File: config.mk
export PLATFORM = sky130hd
export DESIGN_NAME = edge_window_ctrl
export DESIGN_NICKNAME = d
export VERILOG_FILES = /design/src/rtl/edge_window_ctrl.sv
export SDC_FILE = /design/constraint.sdc
export NUM_CORES = 1
export LEC_CHECK = 0
export ABC_AREA = 0
export CORE_ASPECT_RATIO = 0.9
export CORE_UTILIZATION = 35
export CTS_BUF_LIST = sky130_fd_sc_hd__clkbuf_8 sky130_fd_sc_hd__clkbuf_16
export DETAILED_ROUTE_END_ITERATION = 16
export DONT_BUFFER_PORTS = 1
export GPL_ROUTABILITY_DRIVEN = 0
export REMOVE_ABC_BUFFERS = 1
export SLEW_MARGIN = 20
export SYNTH_ARGS = -nofsm -noshare
export SYNTH_HDL_FRONTEND = slang
export SYNTH_SLANG_ARGS = --single-unit
File: constraint.sdc
create_clock -name I_CORE_CLK -period 5.2 [get_ports I_CORE_CLK]
set_input_delay 0.52 -clock I_CORE_CLK [delete_from_list [all_inputs] [get_ports I_CORE_CLK]]
set_output_delay 0.52 -clock I_CORE_CLK [all_outputs]
set_load 0.03 [all_outputs]
File: src/rtl/edge_window_ctrl.sv
// Sobel window sequencer: follows VSYNC/DE on pixel strobes and drives line-buffer banks and
// addresses, the 3x3 window qualifier, frame geometry and line-length error reporting.
module edge_window_ctrl #(
   parameter int unsigned MAX_WIDTH  = 1024,
   parameter int unsigned MAX_HEIGHT = 768,
   parameter int unsigned COL_W      = 11,
   parameter int unsigned ROW_W      = 10
) (
   input  logic             I_CORE_CLK,
   input  logic             I_RST_N,
   input  logic             I_EN,
   input  logic             I_PIX_STB,
   input  logic             I_VSYNC,
   input  logic             I_DE,
   output logic             O_LB_WE,
   output logic [1:0]       O_LB_WR_SEL,
   output logic [1:0]       O_LB_RD_SEL_TOP,
   output logic [1:0]       O_LB_RD_SEL_MID,
   output logic [COL_W-1:0] O_LB_ADDR,
   output logic             O_WIN_VALID,
   output logic [COL_W-1:0] O_WIN_COL,
   output logic [ROW_W-1:0] O_WIN_ROW,
   output logic             O_LINE_DONE,
   output logic             O_FRAME_DONE,
   output logic [COL_W-1:0] O_WIDTH,
   output logic [ROW_W-1:0] O_HEIGHT,
   output logic             O_ERR_WIDTH,
   output logic [1:0]       O_STATE
);

   typedef enum logic [1:0] {
      StIdle   = 2'd0,
      StVblank = 2'd1,
      StLine   = 2'd2,
      StHblank = 2'd3
   } state_t;

   localparam logic [COL_W-1:0] ColMax = COL_W'(MAX_WIDTH);
   localparam logic [ROW_W-1:0] RowMax = ROW_W'(MAX_HEIGHT);

   state_t           state, state_next;
   logic             vs_prev, vs_prev_next, de_prev, de_prev_next;
   logic [COL_W-1:0] col, col_next;
   logic [ROW_W-1:0] row, row_next;
   logic [1:0]       wr_sel, wr_sel_next;
   logic             first_line, first_line_next;
   logic [COL_W-1:0] width, width_next;
   logic [ROW_W-1:0] height, height_next;
   logic             err, err_next;
   logic             lb_we, lb_we_next;
   logic [1:0]       lb_wr_sel, lb_wr_sel_next;
   logic [1:0]       rd_top, rd_top_next, rd_mid, rd_mid_next;
   logic [COL_W-1:0] lb_addr, lb_addr_next;
   logic             win_valid, win_valid_next;
   logic [COL_W-1:0] win_col, win_col_next;
   logic [ROW_W-1:0] win_row, win_row_next;
   logic             line_done, line_done_next;
   logic             frame_done, frame_done_next;

   logic vs_rise, de_rise, de_fall;
   logic do_pixel, do_line_end, do_frame_start, fs_pulse, partial;

   assign vs_rise = I_VSYNC & ~vs_prev;
   assign de_rise = I_DE & ~de_prev;
   assign de_fall = ~I_DE & de_prev;

   function automatic logic [1:0] inc3(input logic [1:0] s);
      return (s == 2'd2) ? 2'd0 : s + 2'd1;
   endfunction

   // Event decode: which actions this strobe triggers.
   always_comb begin
      state_next     = state;
      do_pixel       = 1'b0;
      do_line_end    = 1'b0;
      do_frame_start = 1'b0;
      fs_pulse       = 1'b0;
      partial        = 1'b0;
      if (I_EN && I_PIX_STB) begin
         unique case (state)
            StIdle: begin
               if (vs_rise) begin
                  do_frame_start = 1'b1;
                  state_next     = StVblank;
               end
            end
            StVblank, StHblank: begin
               if (vs_rise) begin
                  do_frame_start = 1'b1;
                  fs_pulse       = 1'b1;
                  state_next     = StVblank;
               end else if (de_rise) begin
                  do_pixel   = 1'b1;
                  state_next = StLine;
               end
            end
            StLine: begin
               if (de_fall) begin
                  do_line_end = 1'b1;
                  state_next  = StHblank;
                  if (vs_rise) begin
                     do_frame_start = 1'b1;
                     fs_pulse       = 1'b1;
                     state_next     = StVblank;
                  end
               end else if (vs_rise) begin
                  // Frame restarted mid-line: the truncated line is reported in the new frame.
                  do_frame_start = 1'b1;
                  fs_pulse       = 1'b1;
                  partial        = 1'b1;
                  state_next     = StVblank;
               end else if (I_DE) begin
                  do_pixel = 1'b1;
               end
            end
            default: state_next = StIdle;
         endcase
      end
      if (!I_EN) begin
         state_next = StIdle;
      end
   end

   // Datapath updates, applied in order: pixel, line end, then frame start.
   always_comb begin
      vs_prev_next    = vs_prev;
      de_prev_next    = de_prev;
      col_next        = col;
      row_next        = row;
      wr_sel_next     = wr_sel;
      first_line_next = first_line;
      width_next      = width;
      height_next     = height;
      err_next        = err;
      lb_we_next      = 1'b0;
      lb_wr_sel_next  = lb_wr_sel;
      rd_top_next     = rd_top;
      rd_mid_next     = rd_mid;
      lb_addr_next    = lb_addr;
      win_valid_next  = 1'b0;
      win_col_next    = win_col;
      win_row_next    = win_row;
      line_done_next  = 1'b0;
      frame_done_next = 1'b0;

      if (I_PIX_STB) begin
         vs_prev_next = I_VSYNC;
         de_prev_next = I_DE;
      end

      if (!I_EN) begin
         col_next    = '0;
         row_next    = '0;
         wr_sel_next = 2'd0;
      end else begin
         if (do_pixel) begin
            if (col < ColMax) begin
               lb_we_next     = 1'b1;
               lb_addr_next   = col;
               lb_wr_sel_next = wr_sel;
               if (row >= ROW_W'(2) && col >= COL_W'(2)) begin
                  win_valid_next = 1'b1;
                  win_col_next   = col - COL_W'(1);
                  win_row_next   = row - ROW_W'(1);
               end
               col_next = col + COL_W'(1);
            end else begin
               err_next = 1'b1;
            end
         end
         if (do_line_end) begin
            line_done_next = 1'b1;
            if (first_line) begin
               width_next      = col;
               first_line_next = 1'b0;
            end else if (col != width) begin
               err_next = 1'b1;
            end
            wr_sel_next = inc3(wr_sel);
            if (row < RowMax) begin
               row_next = row + ROW_W'(1);
            end else begin
               err_next = 1'b1;
            end
            col_next = '0;
         end
         if (do_frame_start) begin
            if (fs_pulse && row_next != '0) begin
               frame_done_next = 1'b1;
               height_next     = row_next;
            end
            row_next        = '0;
            col_next        = '0;
            wr_sel_next     = 2'd0;
            err_next        = partial;
            first_line_next = 1'b1;
         end
      end

      if (!I_EN || do_line_end || do_frame_start) begin
         rd_top_next = inc3(wr_sel_next);
         rd_mid_next = inc3(inc3(wr_sel_next));
      end
   end

   always_ff @(posedge I_CORE_CLK or negedge I_RST_N) begin
      if (!I_RST_N) begin
         state      <= StIdle;
         vs_prev    <= 1'b0;
         de_prev    <= 1'b0;
         col        <= '0;
         row        <= '0;
         wr_sel     <= 2'd0;
         first_line <= 1'b0;
         width      <= '0;
         height     <= '0;
         err        <= 1'b0;
         lb_we      <= 1'b0;
         lb_wr_sel  <= 2'd0;
         rd_top     <= 2'd0;
         rd_mid     <= 2'd0;
         lb_addr    <= '0;
         win_valid  <= 1'b0;
         win_col    <= '0;
         win_row    <= '0;
         line_done  <= 1'b0;
         frame_done <= 1'b0;
      end else begin
         state      <= state_next;
         vs_prev    <= vs_prev_next;
         de_prev    <= de_prev_next;
         col        <= col_next;
         row        <= row_next;
         wr_sel     <= wr_sel_next;
         first_line <= first_line_next;
         width      <= width_next;
         height     <= height_next;
         err        <= err_next;
         lb_we      <= lb_we_next;
         lb_wr_sel  <= lb_wr_sel_next;
         rd_top     <= rd_top_next;
         rd_mid     <= rd_mid_next;
         lb_addr    <= lb_addr_next;
         win_valid  <= win_valid_next;
         win_col    <= win_col_next;
         win_row    <= win_row_next;
         line_done  <= line_done_next;
         frame_done <= frame_done_next;
      end
   end

   assign O_LB_WE         = lb_we;
   assign O_LB_WR_SEL     = lb_wr_sel;
   assign O_LB_RD_SEL_TOP = rd_top;
   assign O_LB_RD_SEL_MID = rd_mid;
   assign O_LB_ADDR       = lb_addr;
   assign O_WIN_VALID     = win_valid;
   assign O_WIN_COL       = win_col;
   assign O_WIN_ROW       = win_row;
   assign O_LINE_DONE     = line_done;
   assign O_FRAME_DONE    = frame_done;
   assign O_WIDTH         = width;
   assign O_HEIGHT        = height;
   assign O_ERR_WIDTH     = err;
   assign O_STATE         = state;

endmodule

==> results.yml, run 1 <==
# implementation run metrics
timing:
  slew_headroom: 0.349
  hold_viol_final: 0
  tightest_slew_ns: 0.976
  rsz0062_at_grt: "false"
yosys:
  ys.flops: 91
  yosysWarnings: 0
  synthFlopType: "dfrtp_1"
  edf_count: 0
  synth_async_sr_flop_share: 1.00
  syn_avg_cell_area_um2: 10.1
  yosys.area.top_type_share: 0.519
  synth_stat.cells: 433
grt:
  met1_usage: 0.212
  grt.busiest_layer: "met2"
setup_path:
  timing.rr.end: "O_WIN_COL[0]$_DFFE_PN0P_"
  crit_end: "O_WIN_COL[0]$_DFFE_PN0P_"
  crit_family: "simple AND/OR/NAND/NOR gates"
  cp-start-kind: "register"
  r2r-start: "O_STATE[0]$_DFFE_PN0P_"
power:
  pwr-share-seq: 0.487
  internal_power_mw: 1.19
  p_sw_frac: 0.204
  top_power_group: "clock"
clocking:
  cts_resized: 0
  cts_hold_buf: 1
  cts_setup_buffers: 0
routing:
  wl_mm: 9.52
  vias: 2988
  top_layer_used: "met4"
  postRouteAntennaNets: 0
  drc: 0
finish:
  fin_nets: 422
die:
  dieArea_mm2: 0.0130
  die_h_um: 108
  num_io_pins: 72
outcome:
  outcome: "finished, final reports clean"
-- run 1: layout by cell type, fill, tap and decap left out, types with 6 or more instances in the layout --
master / n
dfrtp_1: 91
nor2_1: 50
nand2_1: 35
a21oi_1: 26
mux2_2: 25
xor2_1: 24
xnor2_1: 17
nand4_1: 16
inv_1: 12
o21ai_0: 11
nand3_1: 10
nor4_1: 9
clkbuf_16: 9
or3_1: 8
a31oi_1: 7
and2_1: 6
nor3_1: 6
-- run 1: cells by family after synthesis --
family / Yosys count / synth area share
and+or+nand+nor: 160 / 0.182
AOI/OAI and AO/OA: 58 / 0.0823
DFF: 91 / 0.519
muxes: 31 / 0.0786
adders and majority gates: 5 / 0.0142
xor gates and xnor gates: 41 / 0.0818
buffers and inverters: 47 / 0.0424
-- run 1: through the flow --
step | setup slack (ns) | util | hold WS (ns) | cells | instance area, µm²
4_1_cts | 2.07 | 0.397 | 0.110 | 575 | 4820
2_1_floorplan | 2.17 | - | 0.224 | 398 | 4250
3_3_place_gp | 2.19 | 0.368 | 0.227 | 559 | 4460
5_1_grt | 1.81 | 0.397 | 0.135 | 575 | 4820
3_5_place_dp | 2.08 | 0.368 | 0.227 | 559 | 4460
6_report | 2.05 | 0.397 | 0.0909 | 575 | 4820
-- run 1: layout make-up --
class / count / area, µm²
multi-input cells: 295 / 1930
inverters: 12 / 45.0
repair buffers: 2 / 35.0
well taps: 160 / 200
clock inverters: 6 / 106
flip-flops and latches: 91 / 2280
fillers: 1172 / 7310
clock buffers: 9 / 225
-- run 1: state kept, by name (all words and copies together), names as in the netlist, 2 cells and up --
name,flops
O_HEIGHT,10
O_LB_ADDR,11
O_LB_RD_SEL_MID,2
O_LB_WR_SEL,2
O_STATE,2
O_WIDTH,11
O_WIN_COL,11
O_WIN_ROW,10
col,11
row,10
wr_sel,2
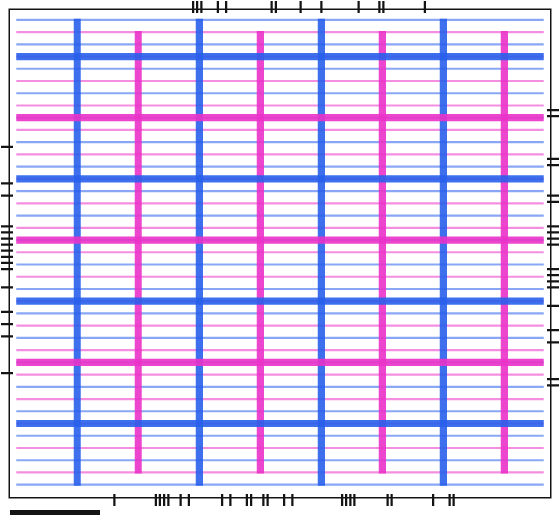
run_1/power_grid.png
Scale bar: 20 µm. Pins as bars on the die edge.
legend:
  magenta:
    net: VDD
  blue:
    net: VSS
met1 rails: 39
met5 straps: 7
rows: 38

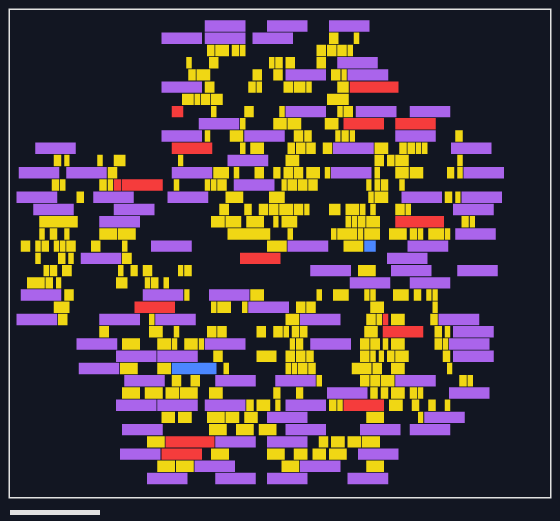
run_1/placement_by_type.png
Scale bar: 20 µm.
legend:
  blue:
    class: other buffers and delay cells
    cells: 2
    share_of_their_area: 0.76%
  yellow:
    class: combinational and other logic
    cells: 307
    share_of_their_area: 43%
  red:
    class: clock drivers and dummy loads
    cells: 15
    share_of_their_area: 7.2%
  purple:
    class: flops
    cells: 91
    share_of_their_area: 49%
CORE AREA: 0.0121 mm²
Final Util: 0.397
sequential share of cell area: 0.473
Std-Cell Rows: 38

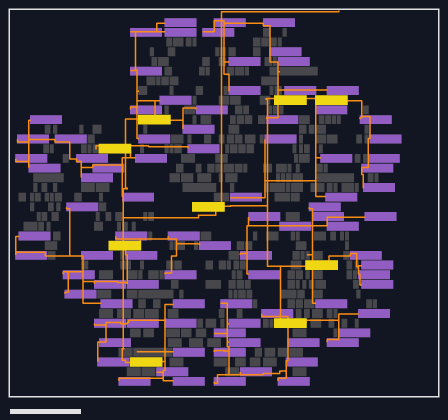
run_1/clk_routes.png
Scale bar: 20 µm.
legend:
  yellow:
    item: clock drivers
    count: 9
  orange:
    item: clock wires
    length: 1150 µm
  purple:
    item: flip-flops
    count: 91
routed clock nets: 10
clk_skew: 0.00968 ns
Power Clock: 0.729 mW
part of the power in the clock network: 0.488
Insertion Delay late pin: 0.34 ns

==> inputs of run 2 (changes only) <==
- clock period: 5.2 -> 2.95 ns (I/O delays scaled with it)
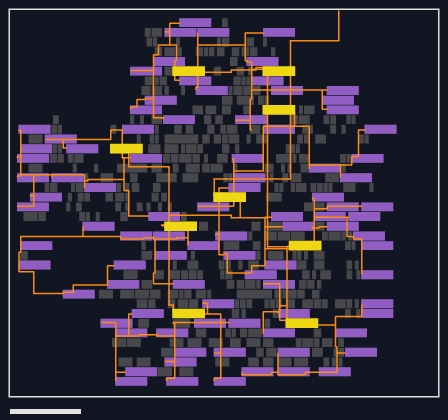
run_2/clk_routes.png
Scale bar: 20 µm.
legend:
  purple:
    item: flip-flops
    count: 91
  orange:
    item: clock wires
    length: 1200 µm
  yellow:
    item: clock drivers
    count: 9
flops lie: all over the die
routed clock nets: 10

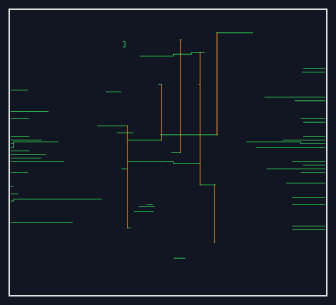
run_2/wires.png
Only two layers are drawn.
legend:
  green:
    layer: metal 3
    wire_length: 609 µm
  orange:
    layer: metal 4
    wire_length: 214 µm

==> run 2 against run 1 <==
Against the previous run:
- critical path depth unchanged
- hold slack worse by 0.059 ns
- sequential power up 76%
- count of clock-buffer cells in the layout up 1
- routed wire length up 2.0%
- global-route usage down 0.23 points
- sequential share of layout area down 0.16 points
- core utilization up 0.13 points
- largest cell class unchanged
- highest routed layer unchanged
- total power up 65%
==> results.yml, run 2 <==
# implementation run metrics
yosys:
  syn_avg_cell_area_um2: 10.1
  ys.flops: 91
  aoi_share: 0.0823
  mux_share: 0.0786
  edf_count: 0
  yosysWarnings: 0
  synth_async_sr_flop_share: 1.00
  synth-xor-area-share: 0.0818
  synth_stat.cells: 433
  ys_sh_simple: 0.182
  synth_adder_area_share: 0.0142
timing:
  slew_headroom: 0.616
  fin_skew_ns: 0.00786
  rsz0062_at_grt: "false"
finish:
  final_common_cell: "dfrtp_1"
  fin_nets: 430
  final_core_util: 0.399
  lay_top_cells: "dfrtp_1, nor2_1, nand2_1"
power:
  clk-power_mw: 1.11
  top_power_group: "registers"
  internal_power_mw: 1.88
  clockPowerShare: 0.451
clocking:
  cts_setup_buffers: 0
routing:
  vias: 3005
  top_layer_used: "met4"
  postRouteAntennaNets: 0
die:
  num_io_pins: 72
  dieArea_mm2: 0.0130
  num_rows: 38
  die_h_um: 108
  core_region_area_mm2: 0.0121
grt:
  grt.busiest_layer: "met2"
outcome:
  outcome: "finished, final reports clean"
setup_path:
  crit_end: "O_HEIGHT[8]$_DFFE_PN0P_"
place:
  dpl_cell_area_mm2: 0.00451
run 2: worst min path at each step:
| stage | startpoint | end | slack [ns] | cells past startpoint |
|---|---|---|---|---|
| final | I_EN | O_LB_RD_SEL_MID[1]$_DFFE_PN0P_ | 0.03 | 1 |
| after global routing | I_EN | O_LB_RD_SEL_MID[1]$_DFFE_PN0P_ | 0.03 | 1 |
| after detailed placement | I_RST_N | O_LB_ADDR[4]$_DFFE_PN0P_ | 0.002 | 0 |
| after floorplan | I_RST_N | O_ERR_WIDTH$_DFFE_PN0P_ | -0.0006 | 0 |
| after CTS | I_EN | O_LB_RD_SEL_MID[1]$_DFFE_PN0P_ | 0.03 | 1 |
| after global placement | I_RST_N | O_LB_ADDR[4]$_DFFE_PN0P_ | 0.002 | 0 |
run 2: cell type report:
class	instances	area, µm²
clock buffers	10	239
clock inverters	6	46.3
fillers	1177	7290
inverters	12	45.0
multi-input cells	295	1930
flip-flops and latches	91	2280
well taps	160	200
repair buffers	10	97.6
run 2: worst register-to-register path, stage by stage, from the launching register on:
cell and delay (ns):
dfrtp_1 0.64, nand4b_4 0.20, nor4_1 0.48, mux2_2 0.41
a221oi_4 0.36, and2_1 0.24, a31o_1 0.16
run 2: metrics by stage:
stage / setup slack [ns] / setup TNS [ns] / std cells / hold slack (ns) / power [mW]
global placement: 0.489 / 0 / 566 / 0.00212 / 1.34
floorplan: -0.0806 / -0.161 / 398 / -0.000591 / 1.33
CTS: 0.397 / 0 / 584 / 0.0259 / 2.49
detailed placement: 0.422 / 0 / 566 / 0.00213 / 1.34
finish: 0.384 / 0 / 584 / 0.0319 / 2.46
global route: 0.237 / 0 / 584 / 0.0337 / 2.54
run 2: repair_timing:
action                    in CTS  in global routing
hold buffers                   2                  0
hold endpoints to repair      91                  0
resized                        0                  0
==> inputs of run 3 (changes only) <==
- clock period: 2.95 -> 2.16 ns (I/O delays scaled with it)
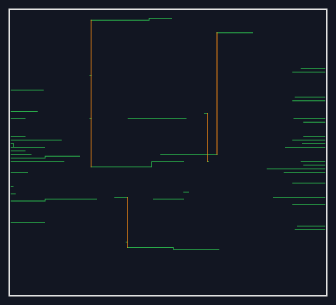
run_3/wires.png
Only two layers are drawn.
legend:
  green:
    layer: metal 3
    wire_length: 591 µm
  orange:
    layer: metal 4
    wire_length: 139 µm

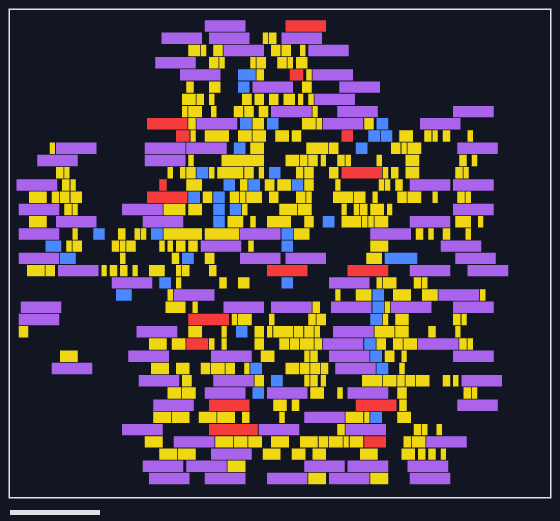
run_3/placement_by_type.png
Scale bar: 20 µm.
legend:
  yellow:
    class: combinational and other logic
    cells: 307
    share_of_their_area: 41%
  blue:
    class: other buffers and delay cells
    cells: 42
    share_of_their_area: 6.8%
  purple:
    class: flops
    cells: 91
    share_of_their_area: 46%
  red:
    class: clock drivers and dummy loads
    cells: 16
    share_of_their_area: 6.3%

==> run 3 against run 2 <==
Against the previous run:
- the run now ends with hold timing left
- register-to-register slack lost 0.26 ns
- die size stayed put
- critical path depth rose by 2
- combinational power is 4.8% higher
- total power is 41% higher
- routed wire length grew 3.0%
- synthesized area did not move
- sequential power rose by 37%
- global-route usage increased by 0.53 points
- via count rose by 4.2%
- cell area is 6.7% higher
- non-clock buffer count up 32
- critical endpoint is now O_HEIGHT[2]$_DFFE_PN0P_
- largest cell class unchanged
- largest power group unchanged
==> results.yml, run 3 <==
# implementation run metrics
outcome:
  violations: "hold timing"
  outcome: "complete, but fails checks"
finish:
  final_common_cell: "dfrtp_1"
  logic_area_mm2: 0.00198
  lay_top_cells: "dfrtp_1, nor2_1, buf_4"
  fill_cells: 1156
  flop_area_mm2: 0.00228
clocking:
  cts_resized: 1
  cts_hold_buf: 3
yosys:
  synth_adder_area_share: 0.0142
  yosysWarnings: 0
  mux_share: 0.0786
  ys.flops: 91
  syn_avg_cell_area_um2: 10.1
  synth-xor-area-share: 0.0818
  aoi_share: 0.0823
  synth_stat.cells: 433
timing:
  final_max_slew_viol_count: 0
  fin_skew_ns: 0.00781
  rsz0062_at_grt: "true"
  slew_headroom: 0.617
  hold_viol_final: 91
  hold_slack_ns: -0.437
  layout_setup_ws_ns: 0.125
routing:
  postRouteAntennaNets: 0
  vias: 3130
  drc: 0
power:
  internal_power_mw: 2.71
  comb-power_mw: 0.0746
  clk-power_mw: 1.64
  top_power_group: "registers"
  clockPowerShare: 0.473
die:
  die_h_um: 108
  core_region_area_mm2: 0.0121
  num_io_pins: 72
  num_rows: 38
  dieArea_mm2: 0.0130
run:
  warnings: 31
place:
  dpl_cell_area_mm2: 0.00473
  preCtsSetupSlack_ns: 0.000890
setup_path:
  crit_end: "O_HEIGHT[2]$_DFFE_PN0P_"
## run 3: cell counts after synthesis
Identical to the previous run, type by type.
## run 3: worst min path at each step
stage | start | slack [ns] | endpoint
final | I_RST_N | -0.44 | O_WIDTH[8]$_DFFE_PN0P_
after global routing | I_RST_N | -0.46 | O_WIDTH[8]$_DFFE_PN0P_
after detailed placement | I_RST_N | -0.08 | O_LB_ADDR[0]$_DFFE_PN0P_
after floorplan | I_RST_N | -0.08 | O_ERR_WIDTH$_DFFE_PN0P_
after CTS | I_RST_N | -0.46 | O_WIDTH[8]$_DFFE_PN0P_
after global placement | I_RST_N | -0.08 | O_LB_ADDR[2]$_DFFE_PN0P_
## run 3: stage by stage
stage                     utilization  total power [mW]  hold WS, ns  TNS [ns]  cells
after floorplan                     -              1.82      -0.0796    -16.10    398
after global placement          0.390              1.84      -0.0771         0    593
after detailed placement        0.390              1.84      -0.0767         0    593
after CTS                       0.419              3.50       -0.455         0    612
after global routing            0.425              3.58       -0.459   -0.0166    616
final                           0.425              3.46       -0.437         0    616
## run 3: routing by layer
layer  share of wire  global-route usage  vias to the layer above
li1                -                   -                     1519
met1            0.49               0.218                     1547
met2            0.44               0.244                       53
met3           0.059              0.0496                       11
met4           0.014              0.0589                        0
met5               0                   0                        -
## run 3: final cells by class
type	instances	share of cell area
Sequential cell	91	0.442
Multi-Input combinational cell	295	0.384
Timing Repair Buffer	42	0.0658
Clock buffer	11	0.0490
Tap cell	160	0.0388
Clock inverter	5	0.0116
Inverter	12	0.00874
## run 3: kinds of logic after synthesis
family                     count (synthesis)
AOI/OAI and AO/OA                         58
xor gates and xnor gates                  41
adders and majority gates                  5
buffers and inverters                     47
DFF                                       91
muxes                                     31
and+or+nand+nor                          160
No activity file was given, so power comes from the tool's default toggle rates.
